$ cat src/rtl/uart_pkg.sv
// Shared types and constants for the message-streaming UART transmitter.
// Optional build macro UART_MSG_TX_PARITY_EN adds the PARITY state.
package uart_pkg;

  localparam int unsigned DATA_BITS            = 8;
  localparam int unsigned WAIT_ACT_TIMEOUT     = 8;
  localparam int unsigned CLKS_PER_BIT_DEFAULT = 104;

  typedef enum logic [2:0] {
    S_IDLE,
    S_REQ,
    S_WAIT_ACT,
    S_START,
    S_DATA,
`ifdef UART_MSG_TX_PARITY_EN
    S_PARITY,
`endif
    S_STOP,
    S_GAP
  } state_t;

endpackage

$ cat src/rtl/uart_baud_gen.sv
// Bit-period timer: one-cycle bit_tick_o every CLKS_PER_BIT cycles.
// Holding clr_i high parks the count at zero so the next period starts cleanly.
module uart_baud_gen
  import uart_pkg::*;
#(
  parameter int unsigned CLKS_PER_BIT = CLKS_PER_BIT_DEFAULT
) (
  input  logic clk_i,
  input  logic rst_i,
  input  logic clr_i,
  output logic bit_tick_o
);

  logic [15:0] cnt_q;
  logic [15:0] cnt_d;

  assign bit_tick_o = (cnt_q == 16'(CLKS_PER_BIT - 1));

  always_comb begin
    cnt_d = cnt_q + 16'd1;
    if (clr_i || bit_tick_o) begin
      cnt_d = '0;
    end
  end

  always_ff @(posedge clk_i) begin
    if (rst_i) begin
      cnt_q <= '0;
    end else begin
      cnt_q <= cnt_d;
    end
  end

endmodule

$ cat src/rtl/uart_msg_tx.sv
// Streams zero-terminated messages from a request/acknowledge byte source onto a UART line.
// Frame is 8N1 by default, 8E1 when UART_MSG_TX_PARITY_EN is defined.
module uart_msg_tx
  import uart_pkg::*;
#(
  parameter int unsigned CLKS_PER_BIT = CLKS_PER_BIT_DEFAULT,
  parameter int unsigned GAP_BITS     = 10
) (
  input  logic       i_clock,
  input  logic       i_reset,
  input  logic       i_enable,
  output logic       o_next,
  input  logic       i_act,
  input  logic [7:0] i_data,
  output logic       o_tx,
  output logic       o_busy,
  output logic       o_msg_done
);

  state_t      state_q;
  logic [7:0]  data_q;
  logic [2:0]  bit_cnt_q;
  logic [2:0]  wait_cnt_q;
  logic [15:0] gap_cnt_q;
  logic        run_q;
  logic        tx_q;
  logic        next_q;
  logic        busy_q;
  logic        msg_done_q;
  logic        bit_tick;

  // Baud timer runs only in bit-timed states, so every frame and gap starts at count zero.
  uart_baud_gen #(
    .CLKS_PER_BIT(CLKS_PER_BIT)
  ) u_baud (
    .clk_i      (i_clock),
    .rst_i      (i_reset),
    .clr_i      (~run_q),
    .bit_tick_o (bit_tick)
  );

  assign o_tx       = tx_q;
  assign o_next     = next_q;
  assign o_busy     = busy_q;
  assign o_msg_done = msg_done_q;

  always_ff @(posedge i_clock) begin
    if (i_reset) begin
      state_q    <= S_IDLE;
      data_q     <= '0;
      bit_cnt_q  <= '0;
      wait_cnt_q <= '0;
      gap_cnt_q  <= '0;
      run_q      <= 1'b0;
      tx_q       <= 1'b1;
      next_q     <= 1'b0;
      busy_q     <= 1'b0;
      msg_done_q <= 1'b0;
    end else begin
      next_q     <= 1'b0;
      msg_done_q <= 1'b0;
      case (state_q)
        S_IDLE: begin
          if (i_enable) begin
            state_q <= S_REQ;
            next_q  <= 1'b1;
            busy_q  <= 1'b1;
          end
        end
        S_REQ: begin
          state_q    <= S_WAIT_ACT;
          wait_cnt_q <= '0;
        end
        S_WAIT_ACT: begin
          if (i_act) begin
            run_q <= 1'b1;
            if (i_data != 8'h00) begin
              data_q  <= i_data;
              tx_q    <= 1'b0;
              state_q <= S_START;
            end else begin
              msg_done_q <= 1'b1;
              gap_cnt_q  <= '0;
              state_q    <= S_GAP;
            end
          end else if (wait_cnt_q == 3'(WAIT_ACT_TIMEOUT - 1)) begin
            state_q <= S_REQ;
            next_q  <= 1'b1;
          end else begin
            wait_cnt_q <= wait_cnt_q + 3'd1;
          end
        end
        S_START: begin
          if (bit_tick) begin
            tx_q      <= data_q[0];
            bit_cnt_q <= '0;
            state_q   <= S_DATA;
          end
        end
        S_DATA: begin
          if (bit_tick) begin
            if (bit_cnt_q == 3'(DATA_BITS - 1)) begin
`ifdef UART_MSG_TX_PARITY_EN
              tx_q    <= ^data_q;
              state_q <= S_PARITY;
`else
              tx_q    <= 1'b1;
              state_q <= S_STOP;
`endif
            end else begin
              tx_q      <= data_q[bit_cnt_q + 3'd1];
              bit_cnt_q <= bit_cnt_q + 3'd1;
            end
          end
        end
`ifdef UART_MSG_TX_PARITY_EN
        S_PARITY: begin
          if (bit_tick) begin
            tx_q    <= 1'b1;
            state_q <= S_STOP;
          end
        end
`endif
        S_STOP, S_GAP: begin
          if (bit_tick && (state_q == S_GAP) && (gap_cnt_q != 16'(GAP_BITS - 1))) begin
            gap_cnt_q <= gap_cnt_q + 16'd1;
          end else if (bit_tick) begin
            // Enable is only honoured at frame/gap boundaries, never mid-frame.
            run_q <= 1'b0;
            if (i_enable) begin
              state_q <= S_REQ;
              next_q  <= 1'b1;
            end else begin
              state_q <= S_IDLE;
              busy_q  <= 1'b0;
            end
          end
        end
        default: begin
          state_q <= S_IDLE;
          run_q   <= 1'b0;
          tx_q    <= 1'b1;
          busy_q  <= 1'b0;
        end
      endcase
    end
  end

endmodule

$ cat config.mk
export PLATFORM = sky130hd
export DESIGN_NAME = uart_msg_tx
export DESIGN_NICKNAME = d
export VERILOG_FILES = /design/src/rtl/uart_pkg.sv /design/src/rtl/uart_baud_gen.sv /design/src/rtl/uart_msg_tx.sv
export SDC_FILE = /design/constraint.sdc
export NUM_CORES = 1
export LEC_CHECK = 0
export CORE_UTILIZATION = 46
export DETAILED_ROUTE_END_ITERATION = 10
export PLACE_DENSITY_LB_ADDON = 0.1
export SETUP_SLACK_MARGIN = 0.2
export SLEW_MARGIN = 20
export SYNTH_ARGS = -nofsm -noshare
export SYNTH_HDL_FRONTEND = slang
export SYNTH_HIERARCHICAL = 1
export SYNTH_SLANG_ARGS = --single-unit
$ cat constraint.sdc
create_clock -name i_clock -period 2.5 [get_ports i_clock]
set_input_delay 0.375 -clock i_clock [delete_from_list [all_inputs] [get_ports i_clock]]
set_output_delay 0.375 -clock i_clock [all_outputs]
set_load 0.05 [all_outputs]
**Wires at chosen ports, followed through buffers**

Bar = 20 um.
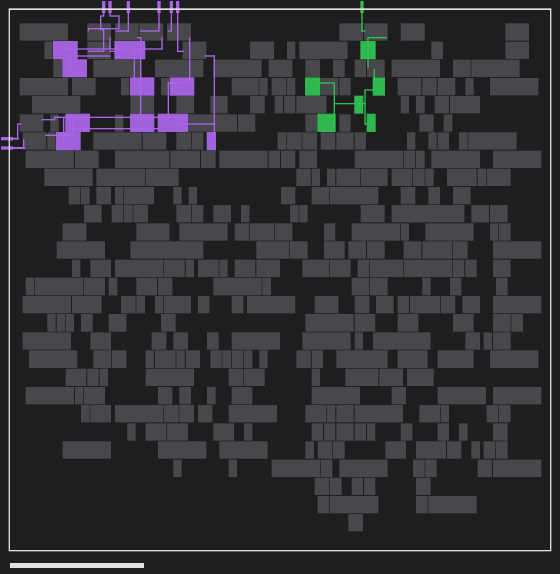
i_data -> purple  # bits 8, direction input, end cells 10, buffers 8, wire 172 um
i_enable -> green  # bits 1, direction input, end cells 6, buffers 2, wire 34.7 um

**A small window of the routed layout**

Bar = 10 um. Window x 25 to 55, y 25 to 55 um. Cells in gray, sequential cells in the stronger gray; small squares are vias.
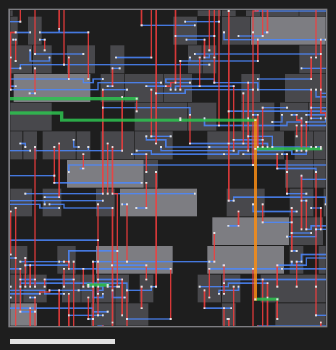
M4 -> orange
M1 -> blue
M3 -> green
M2 -> red
most frequent = dfxtp_1 (7), nor2_1 (6)
netlist names of flops here include = u_baud/cnt_q (3), gap_cnt_q (2)
cells with their middle in the window = 61
sequential cells in the window = 7

**M1 wires**

Supply wires on this layer in gray.
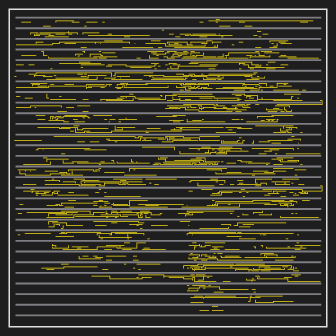
main direction = horizontal
nets with wire on the layer = 345

**Signal wires by layer**

Two of the layers only.
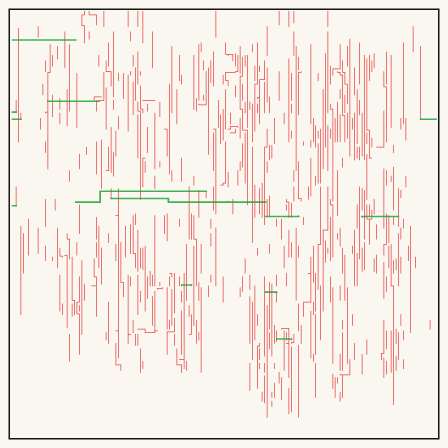
M3 -> green  # wire length 104 um
M2 -> red  # wire length 2620 um

==> results.txt <==
GRT overflow - 0
reg2reg path depth - 6
multi-input gates - 241
GR peak layer - met2
GR met3 Demand/Resource - 3.37%
count leader, synth - dfxtp_1
# clock sinks - 54
Hold Crit Class - reg -> reg
synthesis-to-layout area growth - 13.6%
Core Region - 5960 um2
critical path class - reg -> reg
NumNets Final - 364
CTS root buf - clkbuf_8
Final Non-Filler Cells - 421
R2R Path Start - u_baud/cnt_q[9]
Synthesized registers - 54
switching part of the total power - 28.7%
Routed WL per cell - 13.7 um
Setup crit start - u_baud/cnt_q[9]
Worst Setup EP - gap_cnt_q[15]
status - finished, final reports clean
P_comb - 458 uW
count of final hold-check violations - 0
Hold Buf Count CTS - 0
Power Density - 657 nW/um2
tap cells - 75
Total GRT Usage - 19.4%
Startpoint Class - register
area reported by Yosys stat - 2860 um2
CP max stage delay - 0.50 ns
hold slack - 0.457 ns
Power and IR drop assume default switching activity.
